### src/rtl/calc_arbiter_pkg.sv
// Shared types for the calculator arbiter: op codes, widths and FSM states.
package calc_pkg;

   localparam int CALC_OP_W  = 2;
   localparam int CALC_IN_W  = 16;
   localparam int CALC_OUT_W = 32;

   typedef enum logic [CALC_OP_W-1:0] {
      SUM = 2'd0,
      SUB = 2'd1,
      MUL = 2'd2,
      DIV = 2'd3
   } calc_op_e;

   typedef enum logic [1:0] {
      IDLE,
      EXEC,
      RESP
   } calc_arb_state_e;

endpackage

### src/rtl/calc_arbiter_if.sv
// Request/response and calculator bus of the arbiter, packed per requester.
interface calc_arbiter_if #(
   parameter int NUM_REQ = 4
);
   import calc_pkg::*;

   logic [NUM_REQ-1:0]           i_req_valid;
   logic [NUM_REQ-1:0]           o_req_ready;
   logic [CALC_OP_W*NUM_REQ-1:0] i_req_sel;
   logic [CALC_IN_W*NUM_REQ-1:0] i_req_a;
   logic [CALC_IN_W*NUM_REQ-1:0] i_req_b;
   logic [NUM_REQ-1:0]           o_rsp_valid;
   logic [NUM_REQ-1:0]           i_rsp_ready;
   logic [CALC_OUT_W-1:0]        o_rsp_data;
   logic                         o_rsp_err;
   logic [CALC_OP_W-1:0]         o_calc_sel;
   logic [CALC_IN_W-1:0]         o_calc_a;
   logic [CALC_IN_W-1:0]         o_calc_b;
   logic [CALC_OUT_W-1:0]        i_calc_r;
   logic                         o_busy;

   modport slave (
      input  i_req_valid, i_req_sel, i_req_a, i_req_b,
      input  i_rsp_ready, i_calc_r,
      output o_req_ready, o_rsp_valid, o_rsp_data, o_rsp_err,
      output o_calc_sel, o_calc_a, o_calc_b, o_busy
   );

   modport master (
      output i_req_valid, i_req_sel, i_req_a, i_req_b,
      output i_rsp_ready, i_calc_r,
      input  o_req_ready, o_rsp_valid, o_rsp_data, o_rsp_err,
      input  o_calc_sel, o_calc_a, o_calc_b, o_busy
   );

endinterface

### src/rtl/calc_arbiter_rr.sv
// Round-robin pick: first valid requester at or after ptr, wrapping to 0.
module calc_rr_arbiter #(
   parameter int NUM_REQ = 4,
   parameter int PW      = $clog2(NUM_REQ)
) (
   input  logic [NUM_REQ-1:0] valid,
   input  logic [PW-1:0]      ptr,
   output logic [NUM_REQ-1:0] grant,
   output logic [PW-1:0]      idx,
   output logic               any
);

   logic [PW-1:0] k;

   always_comb begin
      grant = '0;
      idx   = '0;
      any   = 1'b0;
      k     = '0;
      for (int i = 0; i < NUM_REQ; i++) begin
         k = PW'((int'(ptr) + i) % NUM_REQ);
         if (!any && valid[k]) begin
            any      = 1'b1;
            grant[k] = 1'b1;
            idx      = k;
         end
      end
   end

endmodule

### src/rtl/calc_arbiter.sv
// Round-robin sharing of one calculator among NUM_REQ requesters.
// Optional CALC_ARB_DIVZERO_EN: DIV by zero answered directly with an error.
module calc_arbiter
   import calc_pkg::*;
#(
   parameter int NUM_REQ  = 4,
   parameter int CALC_LAT = 1
) (
   input logic           clk,
   input logic           rst_n,
   calc_arbiter_if.slave bus
);

   localparam int PW = $clog2(NUM_REQ);
   localparam logic [2:0] CNT_INIT = 3'(CALC_LAT);

   calc_arb_state_e       state;
   logic [PW-1:0]         ptr;
   logic [PW-1:0]         gidx;
   logic [PW-1:0]         g_q;
   logic [NUM_REQ-1:0]    grant;
   logic [NUM_REQ-1:0]    grant_q;
   logic                  any;
   logic [2:0]            cnt;
   calc_op_e              calc_sel;
   logic [CALC_IN_W-1:0]  calc_a;
   logic [CALC_IN_W-1:0]  calc_b;
   logic [NUM_REQ-1:0]    rsp_valid;
   logic [CALC_OUT_W-1:0] rsp_data;
   logic                  dz;

   logic [CALC_OP_W-1:0] sel_v [NUM_REQ];
   logic [CALC_IN_W-1:0] a_v   [NUM_REQ];
   logic [CALC_IN_W-1:0] b_v   [NUM_REQ];
   calc_op_e             req_sel;
   logic [CALC_IN_W-1:0] req_a;
   logic [CALC_IN_W-1:0] req_b;

   for (genvar k = 0; k < NUM_REQ; k++) begin : g_unpack
      assign sel_v[k] = bus.i_req_sel[CALC_OP_W*k +: CALC_OP_W];
      assign a_v[k]   = bus.i_req_a[CALC_IN_W*k +: CALC_IN_W];
      assign b_v[k]   = bus.i_req_b[CALC_IN_W*k +: CALC_IN_W];
   end

   calc_rr_arbiter #(
      .NUM_REQ (NUM_REQ),
      .PW      (PW)
   ) u_rr (
      .valid (bus.i_req_valid),
      .ptr   (ptr),
      .grant (grant),
      .idx   (gidx),
      .any   (any)
   );

   assign req_sel = calc_op_e'(sel_v[gidx]);
   assign req_a   = a_v[gidx];
   assign req_b   = b_v[gidx];

   // accept strobe is only offered while idle and out of reset
   assign bus.o_req_ready = (rst_n && state == IDLE) ? grant : '0;
   assign bus.o_busy      = (state != IDLE);
   assign bus.o_calc_sel  = calc_sel;
   assign bus.o_calc_a    = calc_a;
   assign bus.o_calc_b    = calc_b;
   assign bus.o_rsp_valid = rsp_valid;
   assign bus.o_rsp_data  = rsp_data;

`ifdef CALC_ARB_DIVZERO_EN
   logic rsp_err;

   assign dz = (req_sel == DIV) && (req_b == '0);
   assign bus.o_rsp_err = rsp_err;

   always_ff @(posedge clk or negedge rst_n) begin
      if (!rst_n) begin
         rsp_err <= 1'b0;
      end else if (state == IDLE && any) begin
         rsp_err <= dz;
      end
   end
`else
   assign dz = 1'b0;
   assign bus.o_rsp_err = 1'b0;
`endif

   always_ff @(posedge clk or negedge rst_n) begin
      if (!rst_n) begin
         state     <= IDLE;
         ptr       <= '0;
         g_q       <= '0;
         grant_q   <= '0;
         cnt       <= '0;
         calc_sel  <= SUM;
         calc_a    <= '0;
         calc_b    <= '0;
         rsp_valid <= '0;
         rsp_data  <= '0;
      end else begin
         unique case (state)
            IDLE: begin
               if (any) begin
                  g_q     <= gidx;
                  grant_q <= grant;
                  if (dz) begin
                     state     <= RESP;
                     rsp_valid <= grant;
                     rsp_data  <= '1;
                  end else begin
                     state    <= EXEC;
                     cnt      <= CNT_INIT;
                     calc_sel <= req_sel;
                     calc_a   <= req_a;
                     calc_b   <= req_b;
                  end
               end
            end
            EXEC: begin
               if (cnt == '0) begin
                  state     <= RESP;
                  rsp_data  <= bus.i_calc_r;
                  rsp_valid <= grant_q;
               end else begin
                  cnt <= cnt - 3'd1;
               end
            end
            RESP: begin
               if (bus.i_rsp_ready[g_q]) begin
                  state     <= IDLE;
                  rsp_valid <= '0;
                  ptr <= (g_q == PW'(NUM_REQ-1)) ? '0 : g_q + 1'b1;
               end
            end
            default: state <= IDLE;
         endcase
      end
   end

endmodule

### src/flat_wrapper.sv
// flat-port wrapper written by rule: the top's interface ports become plain ports
module calc_arbiter_flat import calc_pkg::*;
#(
   parameter int NUM_REQ  = 4,
   parameter int CALC_LAT = 1
)
  (clk, rst_n, bus_i_req_valid, bus_i_req_sel, bus_i_req_a, bus_i_req_b, bus_i_rsp_ready, bus_i_calc_r, bus_o_req_ready, bus_o_rsp_valid, bus_o_rsp_data, bus_o_rsp_err, bus_o_calc_sel, bus_o_calc_a, bus_o_calc_b, bus_o_busy);
  calc_arbiter_if #(.NUM_REQ(NUM_REQ)) bus_i ();
  input logic clk;
  input logic rst_n;
  input wire logic [$bits(bus_i.i_req_valid)-1:0] bus_i_req_valid;
  input wire logic [$bits(bus_i.i_req_sel)-1:0] bus_i_req_sel;
  input wire logic [$bits(bus_i.i_req_a)-1:0] bus_i_req_a;
  input wire logic [$bits(bus_i.i_req_b)-1:0] bus_i_req_b;
  input wire logic [$bits(bus_i.i_rsp_ready)-1:0] bus_i_rsp_ready;
  input wire logic [$bits(bus_i.i_calc_r)-1:0] bus_i_calc_r;
  output wire logic [$bits(bus_i.o_req_ready)-1:0] bus_o_req_ready;
  output wire logic [$bits(bus_i.o_rsp_valid)-1:0] bus_o_rsp_valid;
  output wire logic [$bits(bus_i.o_rsp_data)-1:0] bus_o_rsp_data;
  output wire logic [$bits(bus_i.o_rsp_err)-1:0] bus_o_rsp_err;
  output wire logic [$bits(bus_i.o_calc_sel)-1:0] bus_o_calc_sel;
  output wire logic [$bits(bus_i.o_calc_a)-1:0] bus_o_calc_a;
  output wire logic [$bits(bus_i.o_calc_b)-1:0] bus_o_calc_b;
  output wire logic [$bits(bus_i.o_busy)-1:0] bus_o_busy;
  assign bus_i.i_req_valid = bus_i_req_valid;
  assign bus_i.i_req_sel = bus_i_req_sel;
  assign bus_i.i_req_a = bus_i_req_a;
  assign bus_i.i_req_b = bus_i_req_b;
  assign bus_i.i_rsp_ready = bus_i_rsp_ready;
  assign bus_i.i_calc_r = bus_i_calc_r;
  assign bus_o_req_ready = bus_i.o_req_ready;
  assign bus_o_rsp_valid = bus_i.o_rsp_valid;
  assign bus_o_rsp_data = bus_i.o_rsp_data;
  assign bus_o_rsp_err = bus_i.o_rsp_err;
  assign bus_o_calc_sel = bus_i.o_calc_sel;
  assign bus_o_calc_a = bus_i.o_calc_a;
  assign bus_o_calc_b = bus_i.o_calc_b;
  assign bus_o_busy = bus_i.o_busy;
  calc_arbiter #(.NUM_REQ(NUM_REQ), .CALC_LAT(CALC_LAT)) u_core (.clk(clk), .rst_n(rst_n), .bus(bus_i));
endmodule
### config.mk
export PLATFORM = sky130hd
export DESIGN_NAME = calc_arbiter_flat
export DESIGN_NICKNAME = d
export VERILOG_FILES = /design/src/rtl/calc_arbiter_pkg.sv /design/src/rtl/calc_arbiter_if.sv /design/src/rtl/calc_arbiter_rr.sv /design/src/rtl/calc_arbiter.sv /design/src/flat_wrapper.sv
export SDC_FILE = /design/constraint.sdc
export NUM_CORES = 1
export LEC_CHECK = 0
export CORE_ASPECT_RATIO = 1.25
export CORE_MARGIN = 10
export CORE_UTILIZATION = 42
export CTS_CLUSTER_DIAMETER = 100
export CTS_CLUSTER_SIZE = 28
export DETAILED_ROUTE_END_ITERATION = 16
export HOLD_SLACK_MARGIN = 0.06
export PLACE_DENSITY = 0.92
export SLEW_MARGIN = 40
export SYNTH_ARGS = -nofsm -noshare
export SYNTH_HDL_FRONTEND = slang
export SYNTH_SLANG_ARGS = --single-unit
export TNS_END_PERCENT = 5
### constraint.sdc
create_clock -name clk -period 7.7 [get_ports clk]
set_input_delay 1.54 -clock clk [delete_from_list [all_inputs] [get_ports clk]]
set_output_delay 1.54 -clock clk [all_outputs]
set_load 0.01 [all_outputs]
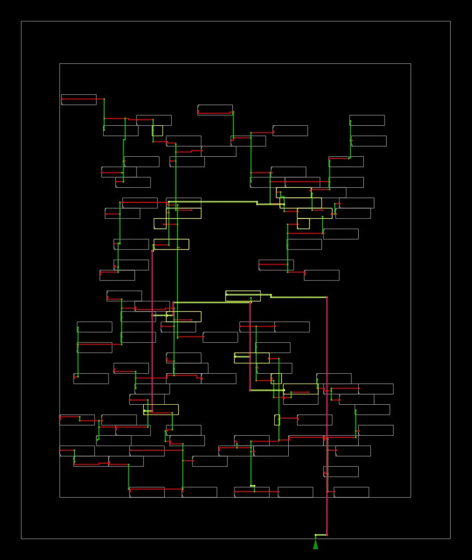
(images/clock_nets.png)
Latency at later pin: 0.33 ns
TritonCTS sink count: 83
layout sequential cell count: 83
CTS Buf Count: 9
clock network power consumption: 0.000427 W

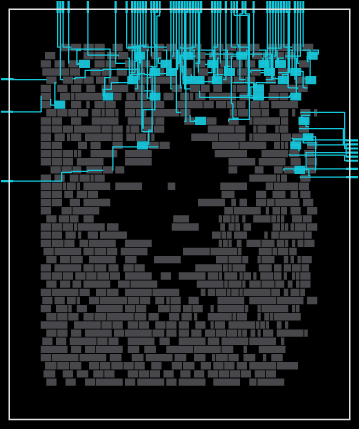
(images/port_trees.png)
Scale: 3 px per um.
`bus_i_req_a`: shown in cyan, direction input, end cells 32, buffers 64, wire 1,960 um.

==> results.txt <==
Item: results of the latest flow run.

- During I/O placement, the number of pins put on the boundary was 254.
- The iteration count of the initial detailed-routing pass is 4.
- Leaving out fill and tap cells, the most frequent cells in the layout are sky130_fd_sc_hd__clkdlybuf4s50_1, sky130_fd_sc_hd__dfrtp_1, sky130_fd_sc_hd__mux2i_1.
- The number of diodes is 0.
- Final hold analysis gives a worst-case slack of 0.478 ns.
- The net count of the finished layout is 836.
- The register with the most flip-flops in the layout has 32 of them.
- Per Yosys stat, the portion of area used by sequential elements is 0.457.
- The worst-case vdd ir drop is 0.000195 V.
- The core region is 10,600 um2.
- The timing report shows that the slowest cell on the worst path is sky130_fd_sc_hd__mux4_2.
- During placement, the flow inserted port buffers numbering 252.
- The mux contribution to synthesized area is 0.256.
- The routing usage on met1 is 0.205.
- In the per-layer summary, the met1 wirelength comes to 5620 um.
- The flow ran to the end, and the final reports show no timing, DRC or antenna violations.
- The post-detailed-placement cell area is 7140 um2.
- In the routed design, unresolved DRC markers number 0.
- The cell total after placement is 766.
- The maximum buffer depth of the clock tree is 2.
- The arrival time of data at the worst endpoint is listed as 4.08 ns.
- For reference, the post-synthesis area per instance comes to 11.2 um2.
- The number of warnings the tools reported is 34.
- From the final report, the count of setup violators was given as 0.
- The worst setup path is captured at an output port.
- The proportion of power drawn by the clock network is 0.146.
- The cell-mix breakdown from Yosys lists the compound-gate area share as 0.120.
- The clock arrives with 0.0113 ns of skew.
- After layout, the minimum clock period comes to 5.62 ns.
- Measured along the x axis, the die boundary spans 113 um.
- The HPWL after detailed placement is 13,400 um.
- Pins over their slew limit in the final report were tallied at 0.
- In this design, the largest share of critical-path delay is due to buffers and inverters.
- Across the whole layout, storage elements account for 2080 um2.
- The detailed-routed wire length on met3 is 1160 um.
- For this design the ratio of total power to cell area is 393 nW/um2.
- The final timing summary puts the cycle share of the worst path at 0.730.
- The number of setup buffers added after CTS is 0.
- The share of total power dissipated in combinational logic is 0.582.
- Setup repair after global routing left no endpoint under its margin.
- The per-cell routed wire length is 21.3 um.
- The post-placement worst setup slack is 2.18 ns.
- The layout stage reports a final design area of 7460 um2.
- The clock transition at the registers of the reported paths is 0.07 ns.
- The tally of unique sky130hd cells used after synthesis is 40.
- The met2 wire length is 9440 um.
- The script extracted a net switching power of 0.00114 W.
- The global routing report lists combined usage of all routing layers as 0.207.
- The area fraction in full adders, half adders and majority gates is 0.0331.
- After synthesis the netlist holds a flip-flop and latch count of 83.
- The minimum setup slack in the final design is 2.08 ns.
- The via count normalized by instance count is 5.41.
- The initial antenna violation count is 0.
- Power attributed to combinational cells is 0.00171 W.
- The signed area change from the synthesized netlist to the final layout is 64.3%.
- The endpoint of the worst hold path is reported as u_core.bus.o_rsp_valid[0].
- The post-route utilization of the core is recorded as 0.706.
- In this run the static leakage power is 3.31 nW.
- The most used logic cell in the final layout is sky130_fd_sc_hd__clkdlybuf4s50_1.
- Per the timing report, the most critical flop-to-flop path originates at u_core.ptr[0].
- The vertical die dimension is 136 um.
- At the end of routability-driven placement, the weighted congestion stood at 0.899.
- The share of total power dissipated in sequential elements is 0.272.
- The class of the worst hold path is reg -> reg.
- The clock tree from TritonCTS is built.
- The maximum cell stage delay along the critical path is 0.61 ns.
- Per the CTS log, the maximum H-tree level is 3.
- The relative max-transition margin is 0.536.
- For this run, global-route usage on met2 was measured as 0.395.
- The combinational family with the most area after synthesis is multiplexers.
- After clock tree synthesis, the repair step resized 0 gates.
- The flow reports an fmax of 0.178 GHz.
- The script computed the net switching share of total power as 0.389.
- The report puts the hold buffer count at CTS at 0.
[cell usage after synthesis (all sizes together)]
| cell type | n |
|---|---|
| a211o | 1 |
| buf | 21 |
| nor2b | 3 |
| nor2 | 15 |
| o21a | 1 |
| ha | 12 |
| nand2 | 59 |
| mux2 | 34 |
| a22o | 1 |
| a22oi | 4 |
| nor4 | 1 |
| nand2b | 2 |
| a21oi | 4 |
| nor3b | 2 |
| o31ai | 2 |
| o21ai | 14 |
| or2 | 1 |
| nor3 | 1 |
| nand3 | 3 |
| or3b | 1 |
| mux2i | 69 |
| a211oi | 2 |
| a2111o | 1 |
| dfrtp | 83 |
| o211ai | 1 |
| inv | 9 |
| o22ai | 1 |
| conb | 1 |
| mux4 | 4 |
| o221ai | 34 |
| a221oi | 4 |
| nand3b | 4 |
| clkbuf | 10 |
| a21o | 1 |
[worst max-delay path by stage]
| stage | start | end | slack [ns] | cells past startpoint |
|---|---|---|---|---|
| CTS | bus_i_req_valid[0] | bus_o_req_ready[3] | 2.17 | 8 |
| global placement | bus_i_req_valid[0] | bus_o_req_ready[0] | 2.32 | 8 |
| detailed placement | bus_i_req_valid[0] | bus_o_req_ready[3] | 2.18 | 8 |
| floorplan | bus_i_req_valid[1] | bus_o_req_ready[0] | 3.27 | 7 |
| finish | bus_i_req_valid[0] | bus_o_req_ready[3] | 2.08 | 8 |
| global route | bus_i_req_valid[0] | bus_o_req_ready[3] | 1.88 | 8 |
[area by class of cell]
class / count / share of cell area
timing repair buffer: 260 / 0.350
inverter: 9 / 0.00453
multi-input combinational: 283 / 0.306
clock inverter: 5 / 0.00838
tap: 132 / 0.0221
sequential: 83 / 0.278
clock buffer: 10 / 0.0307
No activity file was given, so power comes from the tool's default toggle rates.
